==> src/rtl/host_command_initiator.sv <==
// host_command_initiator
//   Sends one host command to the NPU as a short burst of items: the command
//   word, then 0..3 argument items. Optionally it then waits for a single
//   response item. Finishes with a one-cycle done_o pulse.
//
// Parameters
//   ITEM_w          item width
//   TIMEOUT_CYCLES  response wait limit in cycles (1..65535), timeout build only
//
// Build option
//   HOST_CMD_TIMEOUT_EN  when defined, WAIT_RSP gives up after TIMEOUT_CYCLES
//                        cycles and reports timeout_o with done_o. When it is
//                        not defined, WAIT_RSP waits forever and timeout_o is 0.
//
// Ports
//   clk, reset                 rising-edge clock, synchronous active-high reset
//   cmd_valid_i / cmd_ready_o  command handshake (ready only in IDLE)
//   cmd_word_i, cmd_args_i     command word and args (arg k at [k*ITEM_w +: ITEM_w])
//   cmd_arg_num_i, cmd_rsp_i   argument count 0..3, response expected
//   done_o, rsp_data_o         completion pulse, response item (0 if none)
//   timeout_o                  with done_o: response wait expired
//   spurious_o                 sticky: response item seen while not waiting
//   item_data_o/item_valid_o   item stream to NPU (transfer whenever valid)
//   item_avail_i               NPU can take an item this cycle
//   item_data_i/item_valid_i   response item from NPU
//   item_avail_o               initiator is waiting for a response
//
// State table
//   IDLE     | ready for a new command
//   SEND_CMD | emitting the command word
//   SEND_ARG | emitting argument idx_q
//   WAIT_RSP | waiting for the response item
//   DONE     | one-cycle completion pulse
module host_command_initiator #(
  parameter int ITEM_w         = 32,
  parameter int TIMEOUT_CYCLES = 1024
) (
  input  logic                  clk,
  input  logic                  reset,
  input  logic                  cmd_valid_i,
  output logic                  cmd_ready_o,
  input  logic [ITEM_w-1:0]     cmd_word_i,
  input  logic [3*ITEM_w-1:0]   cmd_args_i,
  input  logic [1:0]            cmd_arg_num_i,
  input  logic                  cmd_rsp_i,
  output logic                  done_o,
  output logic [ITEM_w-1:0]     rsp_data_o,
  output logic                  timeout_o,
  output logic                  spurious_o,
  output logic [ITEM_w-1:0]     item_data_o,
  output logic                  item_valid_o,
  input  logic                  item_avail_i,
  input  logic [ITEM_w-1:0]     item_data_i,
  input  logic                  item_valid_i,
  output logic                  item_avail_o
);

  typedef enum logic [2:0] {
    IDLE,
    SEND_CMD,
    SEND_ARG,
    WAIT_RSP,
    DONE
  } state_e;

  state_e                state_q, state_d;
  logic [ITEM_w-1:0]     word_q, word_d;
  logic [3*ITEM_w-1:0]   args_q, args_d;
  logic [1:0]            num_q, num_d;
  logic [1:0]            idx_q, idx_d;
  logic                  rspf_q, rspf_d;
  logic [ITEM_w-1:0]     rsp_data_q, rsp_data_d;
  logic                  spurious_q, spurious_d;
  logic [ITEM_w-1:0]     cur_item;
  logic                  sending;

`ifdef HOST_CMD_TIMEOUT_EN
  localparam logic [15:0] TO_LAST = 16'(TIMEOUT_CYCLES - 1);
  logic [15:0]           cnt_q, cnt_d;
  logic                  timeout_q, timeout_d;
`endif

  assign sending      = (state_q == SEND_CMD) || (state_q == SEND_ARG);
  assign cmd_ready_o  = (state_q == IDLE);
  assign item_valid_o = sending && item_avail_i;
  assign item_data_o  = item_valid_o ? cur_item : '0;
  assign item_avail_o = (state_q == WAIT_RSP);
  assign done_o       = (state_q == DONE);
  assign rsp_data_o   = rsp_data_q;
  assign spurious_o   = spurious_q;

  always_comb begin
    cur_item = word_q;
    if (state_q == SEND_ARG) begin
      case (idx_q)
        2'd0:    cur_item = args_q[ITEM_w-1:0];
        2'd1:    cur_item = args_q[2*ITEM_w-1:ITEM_w];
        default: cur_item = args_q[3*ITEM_w-1:2*ITEM_w];
      endcase
    end
  end

  always_comb begin
    state_d    = state_q;
    word_d     = word_q;
    args_d     = args_q;
    num_d      = num_q;
    idx_d      = idx_q;
    rspf_d     = rspf_q;
    rsp_data_d = rsp_data_q;
    // Response items are only legal while waiting; anything else is flagged.
    spurious_d = spurious_q | (item_valid_i && (state_q != WAIT_RSP));
`ifdef HOST_CMD_TIMEOUT_EN
    timeout_d  = 1'b0;
`endif
    case (state_q)
      IDLE: begin
        if (cmd_valid_i) begin
          word_d  = cmd_word_i;
          args_d  = cmd_args_i;
          num_d   = cmd_arg_num_i;
          rspf_d  = cmd_rsp_i;
          idx_d   = 2'd0;
          state_d = SEND_CMD;
        end
      end
      SEND_CMD: begin
        if (item_avail_i) begin
          if (num_q != 2'd0) begin
            idx_d   = 2'd0;
            state_d = SEND_ARG;
          end else if (rspf_q) begin
            state_d = WAIT_RSP;
          end else begin
            rsp_data_d = '0;
            state_d    = DONE;
          end
        end
      end
      SEND_ARG: begin
        if (item_avail_i) begin
          if (idx_q == num_q - 2'd1) begin
            if (rspf_q) begin
              state_d = WAIT_RSP;
            end else begin
              rsp_data_d = '0;
              state_d    = DONE;
            end
          end else begin
            idx_d = idx_q + 2'd1;
          end
        end
      end
      WAIT_RSP: begin
        // A response arriving in the expiry cycle takes priority.
        if (item_valid_i) begin
          rsp_data_d = item_data_i;
          state_d    = DONE;
        end
`ifdef HOST_CMD_TIMEOUT_EN
        else if (cnt_q == TO_LAST) begin
          rsp_data_d = '0;
          timeout_d  = 1'b1;
          state_d    = DONE;
        end
`endif
      end
      DONE: begin
        state_d = IDLE;
      end
      default: begin
        state_d = IDLE;
      end
    endcase
  end

`ifdef HOST_CMD_TIMEOUT_EN
  // Counts cycles spent in WAIT_RSP; clears whenever the FSM leaves it.
  always_comb begin
    cnt_d = 16'd0;
    if ((state_q == WAIT_RSP) && (state_d == WAIT_RSP)) begin
      cnt_d = cnt_q + 16'd1;
    end
  end

  always_ff @(posedge clk) begin
    if (reset) begin
      cnt_q     <= 16'd0;
      timeout_q <= 1'b0;
    end else begin
      cnt_q     <= cnt_d;
      timeout_q <= timeout_d;
    end
  end

  assign timeout_o = timeout_q;
`else
  assign timeout_o = 1'b0;
`endif

  always_ff @(posedge clk) begin
    if (reset) begin
      state_q    <= IDLE;
      word_q     <= '0;
      args_q     <= '0;
      num_q      <= 2'd0;
      idx_q      <= 2'd0;
      rspf_q     <= 1'b0;
      rsp_data_q <= '0;
      spurious_q <= 1'b0;
    end else begin
      state_q    <= state_d;
      word_q     <= word_d;
      args_q     <= args_d;
      num_q      <= num_d;
      idx_q      <= idx_d;
      rspf_q     <= rspf_d;
      rsp_data_q <= rsp_data_d;
      spurious_q <= spurious_d;
    end
  end

endmodule

==> config.mk <==
export PLATFORM = sky130hd
export DESIGN_NAME = host_command_initiator
export DESIGN_NICKNAME = d
export VERILOG_FILES = /design/src/rtl/host_command_initiator.sv
export SDC_FILE = /design/constraint.sdc
export NUM_CORES = 1
export LEC_CHECK = 0
export CORE_MARGIN = 1.5
export CORE_UTILIZATION = 25
export CTS_CLUSTER_DIAMETER = 50
export DETAILED_ROUTE_END_ITERATION = 7
export SYNTH_ARGS = -nofsm -noshare
export SYNTH_HDL_FRONTEND = slang
export SYNTH_SLANG_ARGS = --single-unit
==> constraint.sdc <==
create_clock -name clk -period 1.85 [get_ports clk]
set_input_delay 0.37 -clock clk [delete_from_list [all_inputs] [get_ports clk]]
set_output_delay 0.37 -clock clk [all_outputs]
set_load 0.005 [all_outputs]
Figure 1. Register map, names as in the netlist (run 1).
The bar under the picture is 50 um long.
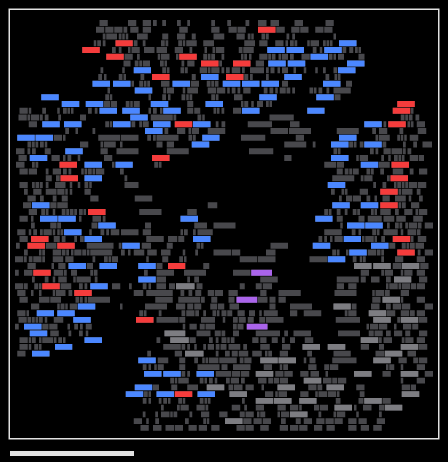
netlist name	color	placed flops
word_q	red	32
args_q	blue	96
state_q	purple	3
not colored	38
Util after Layout: 42.02%
Seq area share: 28.90%
P_seq: 0.00484 W
sequential cell area: 3402 sq um

Figure 2. Cell area per tile (run 1).
17 x 17 tiles, from black (low) to pale yellow (high), 0 to 100% covered.
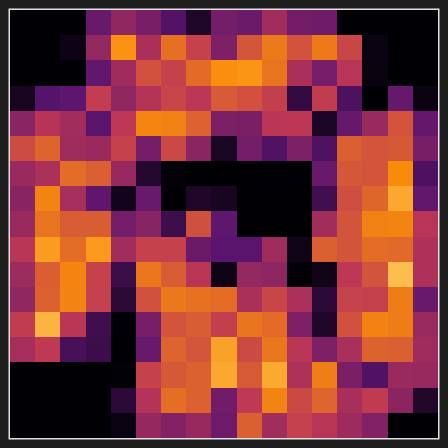
tiles over 75% full	3.8%
nearly empty tiles	17%
mean over tiles	38%
Core ar.: 28,010 sq um
core utilization at floorplan: 25.64%

Figure 3. Routed metal, one color a layer (run 1).
The bar under the picture is 50 um long. Only two layers are drawn.
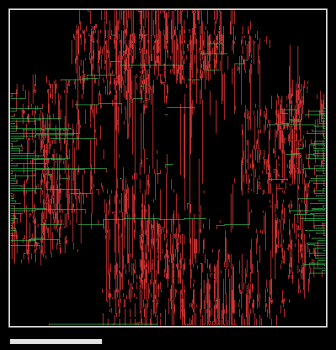
layer	color	wire length
metal 2	red	12,500 um
metal 3	green	1,560 um
routed wire length: 26.45 mm
GRT Overall Usage: 17.22%
routed vias: 7,281

==> CHANGELOG.md, run 1 <==
### Physical design

* Status: finished, violations left
* Failing checks: setup timing
* CP required at roughly 1500 ps
* Yosys stat area at 7183 sq um
* Max_slew headroom at between 60% and 70%
* #FFs+latches synth at 169
* 1st-iter DRT viols at ~440
* Max-cap viol count at 0
* DR DRC count at 0
* Global route overflow at 0
* Final antenna-violating net count at 0
* CP Launch Type: flip-flop
* Routed wire per std cell at 16.64 um
* Seq pwr share at 28.2%
* CP max FO at 6
* Comb power frac at 49.8%
* Drt via density at 4.582
* Chip footprint at 29,760 sq um
* H-tree depth at 4
* Final Slew Violations at 0
* Tmin final at 2286 ps
* Synthesis Warnings at 0
* Data arrival, critical path at 1920 ps
* Setup violators final at around 66
* Worst R2R Setup Slack at -280 ps
* CP endpoint kind: output pin
* Cycle use final at 123.5%
* Actual slew at the worst max-slew pin at 531.0 ps
* Worst Slack Setup Final at -435.6 ps
* EDFF count, synth at 0
* Layout cells sized above 1 at slightly above 20%
* Power Density at between 1000 and 1500 nW/um^2
* Commonest Layout Cell: nand2_1
* P&R area growth vs syn at 63.86%
* First-pass GRT wire length at 40.70 mm
* Post-synth ARST share at 0%
* Num CTS Buffers at 17
* Average size of a mapped cell at slightly below 8 sq um
* First-pass DRT Iterations at 4
* Final-report hold violation count at 0
* Dpl cells at ~1.5k
* Row cnt at 61
* Fin nets at 1,368
* Synthesized area at 7183 sq um
* Non-filler cells, final at 1,589
* Vias in the first global route at 7,219
* Post-synth seq share at 47.10%
* Hpwl dp at 16.50 mm
* Final Skew at 10.45 ps
* Clk pwr share at 22.0%
run 1: synthesized netlist by cell type (2+ instances only):
cell      number  area (sq um)
a22oi_1       31         232.7
a21oi_1      167         835.8
inv_1          8         30.03
nor2_1        39         146.4
dfxtp_1      169          3383
buf_2          8         40.04
nand2_1      296          1111
nand3b_1       2         15.01
clkbuf_1      65         244.0
o21ai_0        4         20.02
xor2_1         3         26.28
a211oi_1      33         247.7
buf_4          4         30.03
buf_6          4         45.04
mux2i_1       32         320.3
nand3_1        3         15.01
ha_1           3         37.54
nor3_1         6         30.03
nand2b_1      35         219.0
run 1: flip-flops by register name, summed over array words and instances (netlist names):
name        count
args_q         96
rspf_q          1
rsp_data_o     32
word_q         32
num_q           2
spurious_o      1
state_q         3
idx_q           2
run 1: power groups by stage:
stage	Combinational (W)	Sequential [W]	Clock, W
after detailed placement	0.00649	0.00483	0
after global routing	0.00925	0.00492	0.00405
final	0.00854	0.00484	0.00378
after global placement	0.00649	0.00480	0
after CTS	0.00775	0.00481	0.00389
after floorplan	0.00384	0.00471	0
run 1: repair_timing:
| action | 4_1_cts | 5_1_grt |
|---|---|---|
| pin swaps | 30 | 20 |
| buffers inserted | 16 | 14 |
| cloned | 7 | 4 |
| resized | 182 | 91 |
| endpoints found under the setup margin | 69 | 69 |
run 1: stage by stage:
stage          setup TNS [ps]  hold WS (ps)
5_1_grt                -25170         408.6
4_1_cts                -18420         395.6
2_1_floorplan           -2100         436.0
6_report               -18840         412.5
3_3_place_gp           -39480         441.4
3_5_place_dp           -42310         446.4
run 1: worst max-delay path: stages (launching register included):
cell and delay, ps:
dfxtp_2 350, inv_4 50, ha_4 180, nor2_4 170, buf_6 160, buf_12 140, a21oi_1 90, a211oi_2 200
buf_2 150
run 1: logic make-up (layout without fill, tap and decap cells):
logic type	after synthesis	count (layout)	share of synthesized area (%)
buf+inv	90	368	5.469
simple gates	388	388	22.14
compound gates	245	245	19.74
fa+ha+maj	3	3	0.5226
other cells	1	2	0.05221
xor+xnor	3	3	0.3659
mux	33	33	4.616
flops	169	169	47.10
run 1: final timing paths:
path,endpoint,cells past startpoint,start
min reg2reg,args_q[20],2,args_q[20]
max,item_data_o[22],8,idx_q[1]
min,rsp_data_o[14],3,reset
max reg2reg,rsp_data_o[31],8,state_q[1]
run 1: per-layer routing:
metal | up-vias | global-route usage, % | wire [um]
met3 | 20 | 4.730 | 1562
met4 | 0 | 4.532 | 361
met5 | - | 0 | 0
met1 | 3406 | 22.40 | 12050
li1 | 3641 | - | -
met2 | 214 | 27.96 | 12470
run 1: final cells by class:
cell class	instances	area (sq um)	area share [%]
Antenna cell	1	2.502	0.02126
Sequential cell	169	3402	28.90
Clock buffer	19	452.9	3.848
Tap cell	378	473.0	4.018
Inverter	8	35.03	0.2977
Timing Repair Buffer	328	3420	29.05
Clock inverter	13	158.9	1.350
Multi-Input combinational cell	673	3826	32.51
Figure 4. Routing congestion (run 1).
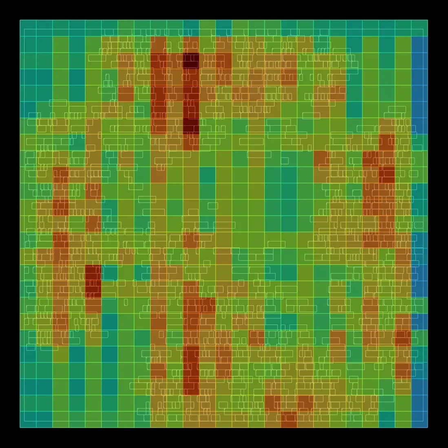

==> run 2, diff against run 1 <==
- CORE_UTILIZATION: 25 -> 42
- PLACE_DENSITY: default -> 0.77
Figure 5. Routing congestion (run 2).
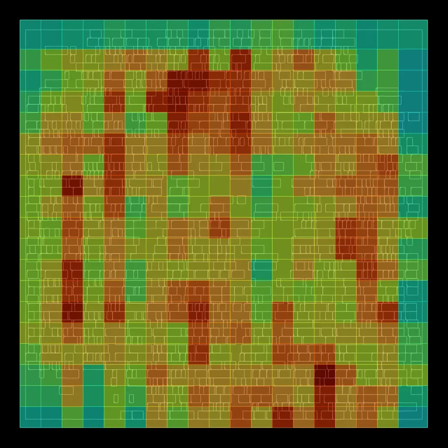
GR Util met3: 8.995%
Routed wire per std cell: 16.71 um
GRT Overall Usage: 25.97%
most used routing layer: met2

Figure 6. Routed metal, one color a layer (run 2).
The bar under the picture is 50 um long. Only two layers are drawn.
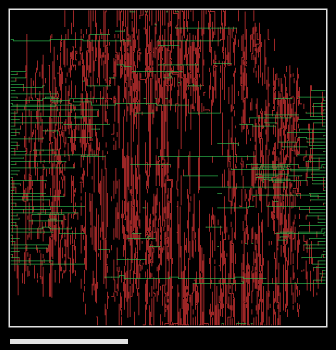
layer	color	wire length
metal 2	red	11,500 um
metal 3	green	2,050 um
routed wire length: 23.64 mm
routed vias: 7,354

Figure 7. Cell area per tile (run 2).
13 x 13 tiles, from black (low) to pale yellow (high), 0 to 100% covered.
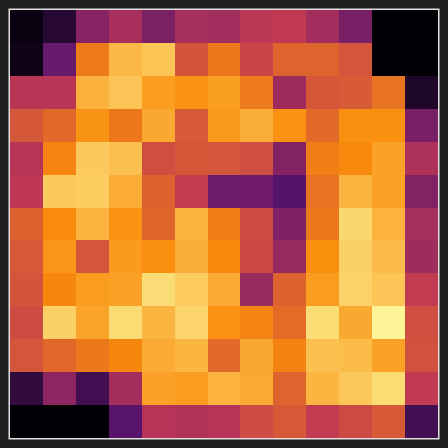
mean over tiles	61%
nearly empty tiles	4.1%
emptiest ninth of the die	top right
fullest tile	98%
Util after Layout: 67.63%
Core ar.: 16,640 sq um
core utilization at floorplan: 43.16%

==> run 2 against run 1 <==
The flow still finishes with violations (setup timing). Sequential cell count did not move. Via count grew 1.0%. Worst setup slack lost 26 ps. Core utilization grew 26 points. First-iteration DRC count grew 9.7%. Die area shrank 40%. Highest routed layer unchanged.
==> CHANGELOG.md, run 2 <==
### Physical design

* Status: finished, violations left
* Failing checks: setup timing
* First-pass GRT wire length at 36.65 mm
* Worst Slack Setup Final at -461.4 ps
* Mux area share at 4.616%
* Synth top cells by count: nand2_1 (296), dfxtp_1 (169), a21oi_1 (167), clkbuf_1 (65), nor2_1 (39)
* Final-report hold violation count at 0
* Vias in the first global route at 7,251
* Fin nets at 1,353
* CP max stage delay at approximately 370 ps
* Area fraction in xor and xnor cells at 0.3658%
* First-pass DRT Iterations at 5
* Num CTS Buffers at 17
* Final Slew Violations at 0
* Max-cap viol count at 0
* Synthesis Warnings at 0
* Clk pwr share at ~22%
* H-tree depth at 4
* Post-synth seq share at 47.10%
* CP top delay family: buffers and inverters
* Setup violators final at 68
* Drt via density at 5.197
* Synthesized area at 7183 sq um
* # diodes at 0
* Final antenna-violating net count at 0
* Cycle use final at 124.9%
* Cell taking the most area after synthesis: dfxtp_1
* Row cnt at between 40 and 50
* Count leader, synth: nand2_1
* CP Launch Type: flip-flop
* Hpwl dp at 15.03 mm
* Comb power frac at 48.2%
* CP endpoint kind: output pin
* Slowest CP cell: dfxtp_4
* Seq pwr share at roughly 30%
* DR DRC count at 0
* Data arrival, critical path at about 1900 ps
## run 2: what timing repair did
action | 4_1_cts | 5_1_grt
setup endpoints to repair | 69 | 70
resized | 208 | 46
cloned | 6 | 2
buffers inserted | 13 | 10
pin swaps | 44 | 16
## run 2: power groups by stage
stage	combinational (W)	sequential, W	clock, W
floorplan	0.00384	0.00471	0
global placement	0.00614	0.00479	0
detailed placement	0.00618	0.00483	0
global route	0.00842	0.00492	0.00384
finish	0.00783	0.00483	0.00359
CTS	0.00729	0.00480	0.00365
## run 2: logic make-up (layout without fill, tap and decap cells)
family	Yosys count	in the layout
other	1	1
AOI/OAI and AO/OA	245	245
buffers and inverters	90	353
xor gates and xnor gates	3	3
and+or+nand+nor	388	388
muxes	33	33
DFF	169	169
adders and majority gates	3	3
## run 2: metrics by stage
stage / instances / hold WS (ps)
global route: 1415 / 359.6
finish: 1415 / 352.8
CTS: 1408 / 336.0
global placement: 1358 / 440.9
detailed placement: 1358 / 446.3
floorplan: 932 / 436.0
## run 2: final cells by class
cell class | count | area, sq um
Fill cell | 1354 | 5386
Clock inverter | 12 | 140.1
Multi-Input combinational cell | 673 | 3759
Tap cell | 220 | 275.3
Inverter | 8 | 32.53
Clock buffer | 20 | 456.7
Timing Repair Buffer | 313 | 3192
Sequential cell | 169 | 3401
## run 2: final timing paths
kind	startpoint	to	slack [ps]	cells after the start
setup / recovery	idx_q[0]	item_data_o[29]	-460	8
hold / removal	reset	args_q[93]	350	2
setup reg to reg	state_q[1]	rsp_data_o[11]	-400	8
hold reg to reg	args_q[1]	args_q[1]	450	2
## run 2: metal layers
metal / track usage, % / routed length (um) / vias to the layer above / part of all wire, %
met3: 8.995 / 2054 / 40 / 8.7
met5: 0 / 0 / - / 0
met2: 43.50 / 11550 / 283 / 49
met1: 30.94 / 9494 / 3426 / 40
li1: - / - / 3605 / -
met4: 9.179 / 548 / 0 / 2.3
No activity file was given, so power comes from the tool's default toggle rates.
